===== src/rtl/extremum_finder_mc.sv =====
// extremum_finder_mc: per-lane windowed min/max or peak-to-peak detector
// feeding a one-deep AXI-Stream holding register with sticky overflow.
module extremum_finder_mc #(
    parameter int CHANNEL_COUNT    = 2,
    parameter int SAMPLE_WIDTH     = 16,
    parameter int AXIS_TDATA_WIDTH = CHANNEL_COUNT * SAMPLE_WIDTH,
    parameter int MAX_LOG_COUNT    = 20
) (
    input  logic                          aclk,
    input  logic                          areset,
    input  logic [4:0]                    EF_log_count,
    input  logic [2:0]                    EF_shift,
    input  logic                          EF_mode,
    input  logic [AXIS_TDATA_WIDTH-1:0]   S_AXIS_tdata,
    input  logic                          S_AXIS_tvalid,
    output logic                          S_AXIS_tready,
    output logic [2*AXIS_TDATA_WIDTH-1:0] M_AXIS_tdata,
    output logic                          M_AXIS_tvalid,
    input  logic                          M_AXIS_tready,
    output logic                          overflow
);
    localparam int W = SAMPLE_WIDTH;
    localparam logic [MAX_LOG_COUNT:0] one = 1;

    logic [4:0] n_in, log_q;
    logic chg, acc, en, is_first, is_last;
    logic s1_v, s1_first, s1_last, s2_done, load;
    logic [MAX_LOG_COUNT-1:0] cnt;
    logic [MAX_LOG_COUNT:0] lim;
    logic [AXIS_TDATA_WIDTH-1:0] s1_data;
    logic [2*AXIS_TDATA_WIDTH-1:0] res;

    assign n_in = (EF_log_count > 5'(MAX_LOG_COUNT)) ? 5'(MAX_LOG_COUNT) : EF_log_count;
    assign chg = n_in != log_q;
    assign en = log_q != '0;
    assign acc = S_AXIS_tvalid & S_AXIS_tready;
    assign lim = (one << log_q) - one;
    assign is_first = cnt == '0;
    assign is_last = {1'b0, cnt} == lim;
    assign load = s2_done & (~M_AXIS_tvalid | M_AXIS_tready);

    always_ff @(posedge aclk or posedge areset) begin
        if (areset) begin
            S_AXIS_tready <= 1'b0;
            log_q         <= '0;
            cnt           <= '0;
            s1_v          <= 1'b0;
            s1_first      <= 1'b0;
            s1_last       <= 1'b0;
            s1_data       <= '0;
            s2_done       <= 1'b0;
            M_AXIS_tvalid <= 1'b0;
            M_AXIS_tdata  <= '0;
            overflow      <= 1'b0;
        end else begin
            S_AXIS_tready <= 1'b1;
            log_q         <= n_in;
            // a window-length change discards the partial window and the beat arriving with it
            if (chg || !en)
                cnt <= '0;
            else if (acc)
                cnt <= is_last ? '0 : cnt + 1'b1;
            s1_v <= acc & en & ~chg;
            if (acc) begin
                s1_data  <= S_AXIS_tdata;
                s1_first <= is_first;
                s1_last  <= is_last;
            end
            s2_done <= s1_v & s1_last;
            if (load) begin
                M_AXIS_tdata  <= res;
                M_AXIS_tvalid <= 1'b1;
            end else if (M_AXIS_tready) begin
                M_AXIS_tvalid <= 1'b0;
            end
            if (s2_done && !load)
                overflow <= 1'b1;
        end
    end

    for (genvar c = 0; c < CHANNEL_COUNT; c++) begin : g_lane
        logic signed [W-1:0] x, mx, mn, sa, sb;
        logic [W-1:0] d, pa;
        assign x  = s1_data[c*W +: W];
        // true difference is below 2^W, so the modulo-2^W subtraction is exact
        assign d  = mx - mn;
        assign sa = mx >>> EF_shift;
        assign sb = mn >>> EF_shift;
        assign pa = d >> EF_shift;
        assign res[(2*c+1)*W +: W] = EF_mode ? pa : sa;
        assign res[2*c*W +: W]     = EF_mode ? '0 : sb;
        always_ff @(posedge aclk or posedge areset) begin
            if (areset) begin
                mx <= '0;
                mn <= '0;
            end else if (s1_v) begin
                mx <= (s1_first || x > mx) ? x : mx;
                mn <= (s1_first || x < mn) ? x : mn;
            end
        end
    end
endmodule


===== config.mk =====
export PLATFORM = sky130hd
export DESIGN_NAME = extremum_finder_mc
export DESIGN_NICKNAME = d
export VERILOG_FILES = /design/src/rtl/extremum_finder_mc.sv
export SDC_FILE = /design/constraint.sdc
export NUM_CORES = 1
export LEC_CHECK = 0
export CAP_MARGIN = 20
export CORE_MARGIN = 2
export CORE_UTILIZATION = 61
export DETAILED_ROUTE_END_ITERATION = 10
export PLACE_DENSITY_LB_ADDON = 0.3
export SYNTH_ARGS = -nofsm -noshare
export SYNTH_HDL_FRONTEND = slang
export SYNTH_SLANG_ARGS = --single-unit

===== constraint.sdc =====
create_clock -name aclk -period 8.7 [get_ports aclk]
set_input_delay 1.74 -clock aclk [delete_from_list [all_inputs] [get_ports aclk]]
set_output_delay 1.74 -clock aclk [all_outputs]
set_load 0.01 [all_outputs]

==> images/clock_nets.png <==
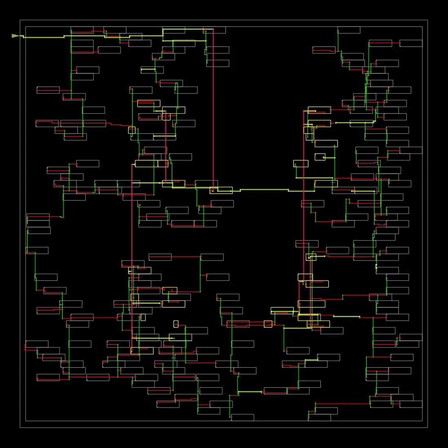
flip-flops: 192
Num CTS Buffers: 17

==> images/m2.png <==
Drawn at 2 px/um. Cells faint in the background.
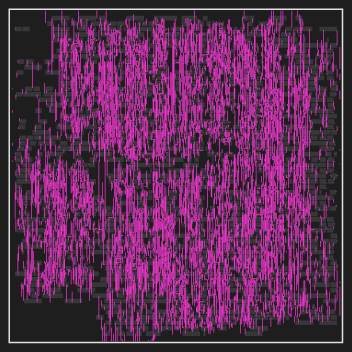
longest straight run = 57.1 um
main direction = vertical
wire length on this layer = 21.1 mm
nets with wire on the layer = 1759
Via Count: 15992
Detailed Route WL: 47.4 mm
met2 usage: 0.517

==> layer usage <==
| metal | share of wire | vias up | wire length (um) | global-route usage |
|---|---|---|---|---|
| li1 | - | 7288 | - | - |
| met4 | 0.035 | 0 | 1630 | 0.135 |
| met1 | 0.42 | 7607 | 19900 | 0.476 |
| met2 | 0.44 | 972 | 21100 | 0.517 |
| met5 | 0 | - | 0 | 0 |
| met3 | 0.10 | 125 | 4810 | 0.0715 |
==> worst reg2reg max path, cell delays in order, from the launching register on <==
cell and delay, ns:
dfrtp_1 0.64, or3_1 0.49, or3_1 0.32, ha_1 0.37, nor3_1 0.49, o2111ai_1 0.21, and3_1 0.24, a211oi_1 0.19
nand4_1 0.11, nand4b_1 0.82, nand2_1 0.58, o21ai_0 0.17
==> power by group <==
part / total (mW) / internal [mW] / switching, mW
combinational: 2.55 / 1.02 / 1.53
sequential: 1.29 / 1.02 / 0.268
clock: 0.824 / 0.412 / 0.413
total: 4.66 / 2.45 / 2.22
==> state kept, by name (all words and copies together), names as in the netlist <==
| register | count |
|---|---|
| M_AXIS_tdata | 64 |
| s1_v | 1 |
| s2_done | 1 |
| overflow | 1 |
| log_q | 5 |
| g_lane.mn | 32 |
| s1_data | 32 |
| cnt | 20 |
| M_AXIS_tvalid | 1 |
| g_lane.mx | 32 |
| s1_last | 1 |
| S_AXIS_tready | 1 |
| s1_first | 1 |
==> cells in the mapped netlist, types with 11 or more instances <==
| master | number |
|---|---|
| a211oi_1 | 26 |
| a21o_1 | 18 |
| a21oi_1 | 82 |
| a22o_1 | 14 |
| a22oi_1 | 34 |
| a31oi_1 | 41 |
| and2_1 | 21 |
| and3_1 | 38 |
| buf_1 | 12 |
| clkbuf_1 | 127 |
| dfrtp_1 | 192 |
| ha_1 | 95 |
| inv_1 | 91 |
| mux2_2 | 38 |
| mux2i_1 | 53 |
| mux4_2 | 20 |
| nand2_1 | 198 |
| nand2b_1 | 13 |
| nand3_1 | 103 |
| nand4_1 | 47 |
| nand4b_1 | 11 |
| nor2_1 | 105 |
| nor2b_1 | 16 |
| nor3_1 | 42 |
| nor3b_1 | 16 |
| o211ai_1 | 55 |
| o21a_1 | 28 |
| o21ai_0 | 116 |
| o21ai_1 | 12 |
| o22ai_1 | 25 |
| o311ai_0 | 36 |
| xnor2_1 | 17 |
| xor2_1 | 18 |
==> cell type report <==
cell class	instances	area (um2)
timing repair buffer	139	1320
tap	335	419
clock buffer	17	425
clock inverter	15	176
fill	2035	8100
inverter	94	360
sequential	192	4800
multi-input combinational	1493	10300
==> worst max-delay path by stage <==
stage,start,end,cells after the start
after floorplan,areset,M_AXIS_tdata[0]$_DFFE_PP0P_,1
after global placement,EF_mode,M_AXIS_tdata[55]$_DFFE_PP0P_,9
after detailed placement,EF_mode,M_AXIS_tdata[18]$_DFFE_PP0P_,7
after CTS,log_q[2]$_DFF_PP0_,cnt[15]$_DFFE_PP0P_,11
after global routing,log_q[4]$_DFF_PP0_,cnt[3]$_DFFE_PP0P_,11
final,log_q[4]$_DFF_PP0_,cnt[15]$_DFFE_PP0P_,11
==> flow_summary.yaml <==
# flow metrics
flow_run:
  maxCapViolCount: 0
worst_setup_path:
  crit_slowest_cell: "nand4b_1"
  cp-end-kind: "flip-flop"
  regToRegStartpoint: "log_q[4]$_DFF_PP0_"
  r2r_end: "cnt[15]$_DFFE_PP0P_"
  critPathBufInv: 0
  path_cells: "or3_1, or3_1, ha_1, nor3_1, o2111ai_1, and3_1, a211oi_1, nand4_1, nand4b_1, nand2_1, o21ai_0"
  r2r_setup_slack_ns: 3.95
  reg2reg_depth: 11
timing:
  worstMarginPinSlew_ns: 1.05
  slew_violations: 0
  hold_viol: 0
  relSlewSlack: 0.295
  fin_crit_ns: 4.75
finish:
  fin_nets: 2079
  lay_top_count: "nand2_1"
clock_tree:
  cts_tree: "built"
  clock_latency_ns: 0.45
outcome:
  status: "finished clean"
synthesis:
  yosys.area.top_type: "dfrtp_1"
  ys_ff: 192
  synth_top_area_share: 0.300
  mux_share: 0.0881
  ys_seq_share: 0.300
global_route:
  grt_pass1_vias: 14943
detailed_routing:
  drt_iter0_markers: 2051
hold_path:
  whs_path_depth: 2
floorplan:
  ios: 112
Power figures rest on the tool's default switching activity, not on a simulated workload.
